**Placement by cell class**

Fill, decap, tap and diode cells in grey.
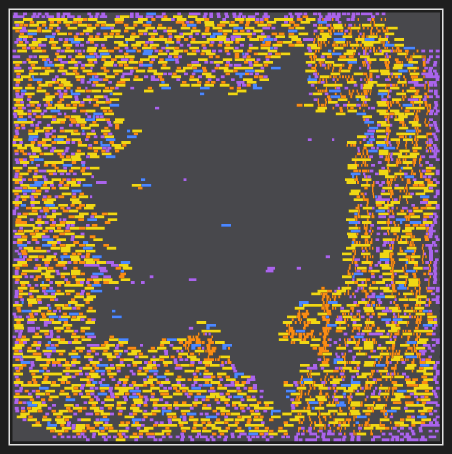
**Wiring heat map**

The bar under the picture is 100 µm long. 21 x 21 tiles, from black (low) to pale yellow (high), scaled to the fullest tile. Values are wire area over tile area, all layers added.
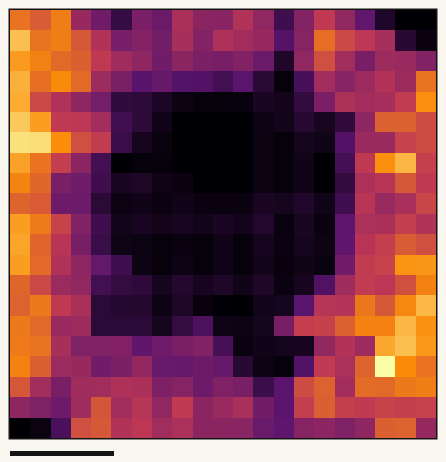
**Placed standard cells**

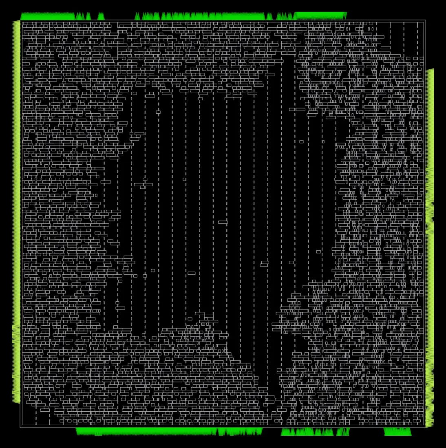
**Close-up of the layout**

The bar under the picture is 20 µm long. Region (78, 78) to (128, 128) µm. Cells in grey, sequential cells in the stronger grey; small squares are vias.
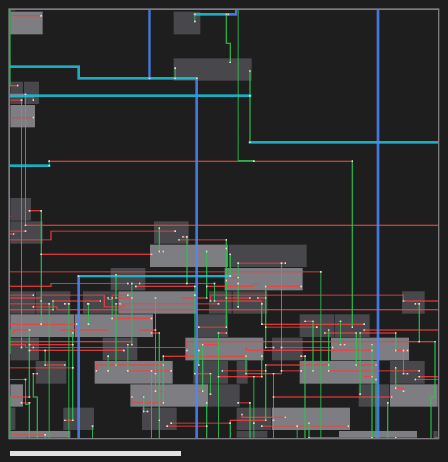
Design xoodyak_host_bridge, sky130hd; sources not shown.
==> CHANGELOG.md <==
### Implementation results

* Total Nets Final at roughly 5,000
* CP Class: reg -> out
* Setup-violating endpoint count in the final report at 0
* Sort of element at the end of the critical path: output pin
* Drt total wl at 161 mm
* Buffers added on ports at between 1,000 and 1,500
* Number of flip-flops in the largest register at 322
* Number of nets with antenna violations after routing at 0
* Chain of cells forming the critical path: inv_1 > ha_2 > and2_1 > clkdlybuf4s50_1
* Area growth from synthesis to layout at 42.9%
* Count of warnings emitted by yosys at 0
* Initial standard-cell utilization of the core at 25.9%
* Upper clock frequency limit at 300 MHz
* Max stage delay cell, worst path: clkdlybuf4s50_1
* Number of buffers created by CTS at 143
* Final Max-Slew Violation Tally at 0
* Count of flip-flops with a built-in enable after synthesis at 0
* Final min period at 3.33 ns
* Number of maximum-capacitance constraint violations at 0
* Worst EP arrival at 2.27 ns
* Buffers inserted by post-CTS timing repair at 0
* Peak VDD IR at approximately 0.0005 V
* Synth cell types at between 40 and 50
* Mux share at 19.6%
* Slew at the pin with the worst max-slew slack at 0.768 ns
* Relative max-transition margin at 48.8%
* Starting DRC count in detailed routing at 2,006
* Count of pins on the block boundary at 1,054
* Worst reg2reg setup slack at 0.55 ns
* Die ar. at 170,000 µm²
* Area fraction in and, or, nand and nor cells after synthesis at under 10%
* H-tree levels at 4
* Post-Syn Nets at around 3,800
* Top cells by instance count after synthesis: 1,056 x dfrtp_1, 548 x mux2_2, 347 x nor2_1
* Status: finished, final reports clean
* Count of endpoints failing hold in the final timing report at 0
* Max-area cell share at about three fifths
* Portion of the clock cycle consumed by the worst path in the final layout at between 90% and 100%
* Post-synthesis cell count at 3,418
* Overall Power at 36.4 mW
* Number of warnings in the stage logs at roughly 47
* First drt pass iteration count at 6
* CP max FO at 4
* Maximum cell stage delay along the critical path at approximately 0.56 ns
* Most common reg cell: dfrtp_1
* Startpoint type of the worst setup path: flop
## Picture notes: 'placement by cell class'
legend:
  remaining buffers and delay cells:
    colour: purple
    cells: 1,293
  remaining logic cells:
    colour: orange
    cells: 2,133
  registers:
    colour: yellow
    cells: 1,056
  clock drivers and dummy loads:
    colour: blue
    cells: 253
area of the core: 166,000 µm²
total non-filler cell area in the finished layout: 61,300 µm²
Util after Layout: 36.9%
number of placement rows: 150

## Picture notes: 'wiring heat map'
emptiest ninth of the die: centre
fullest tile: 0.46
nearly empty tiles: 8.6%
combined global-route utilization of all metal layers: 18.5%
routed vias: 31,400

## Picture notes: 'placed standard cells'
final instance count without filler cells: 6,953
Fill cells: 16,500
Seq area share: 43.1%

## Picture notes: 'close-up of the layout'
legend:
  M4:
    colour: blue
  M3:
    colour: cyan
  M1:
    colour: red
  M2:
    colour: green
most frequent: mux2_2 (12), dfrtp_1 (12), clkdlybuf4s50_1 (7)
sequential cells in the window: 12
cells with their middle in the window: 41

## area by class of cell
class	count	area, µm²
inverter	10	37.5
multi-input combinational	2123	15000
antenna	14	35.0
timing repair buffer	1064	10900
clock inverter	68	798
sequential	1056	26400
buffer	229	1490
tap	2204	2760
clock buffer	185	3940
fill	16500	105000
## metal layers
metal	routed length (µm)	up-vias	GRT usage, %	share of wire [%]
met4	4010	18	5.61	2.5
met3	14400	224	7.23	8.9
met2	78300	1018	31.0	49
li1	-	14300	-	-
met1	64300	15900	21.9	40
met5	105	-	0	0.065
## stage by stage
step	worst slack, ns	instance area [µm²]	utilization (%)	TNS, ns	cells
floorplan	1.08	42900	-	0	3418
global placement	-49.14	56200	33.9	-	6675
detailed placement	-0.292	56500	34.1	-110.36	6686
CTS	0.0508	61300	36.9	0	6939
global route	0.0651	61300	36.9	0	6945
finish	0.219	61300	36.9	0	6953
## placed cells by master (no fill, tap or decap), types with 23 or more instances in the layout
master / n
clkdlybuf4s50_1: 1051
clkbuf_1: 132
nand2_1: 333
buf_2: 48
a21oi_1: 316
dfrtp_1: 1056
clkbuf_16: 146
mux2_2: 548
o21ai_0: 319
mux2_4: 120
clkinv_2: 23
mux2_1: 38
nor2_1: 347
buf_6: 43
## power by group
group          switching [mW]  leakage [nW]  total, mW  internal (mW)
Sequential               1.30          13.9       15.5           14.2
Combinational            3.59          10.9       6.39           2.80
Clock                    5.68          2.33       14.5           8.83
## cells by family (layout without fill, tap and decap cells)
logic type               after synthesis  count (layout)
other                                  1              15
buffers and inverters                239            1556
adder cells (fa/ha/maj)               11              11
AND/OR/NAND/NOR                      732             732
AND-OR/OR-AND                        660             660
XOR/XNOR                              11              11
flip-flops                          1056            1056
multiplexers                         708             708
## worst max-delay path: cells and delay by family, from the launching register on
family	cells	cell delay [ns]
adders and majority gates	1	0.25
DFF	1	0.41
buffers and inverters	2	0.70
and+or+nand+nor	1	0.16
Power is estimated from default activity; no workload was simulated.
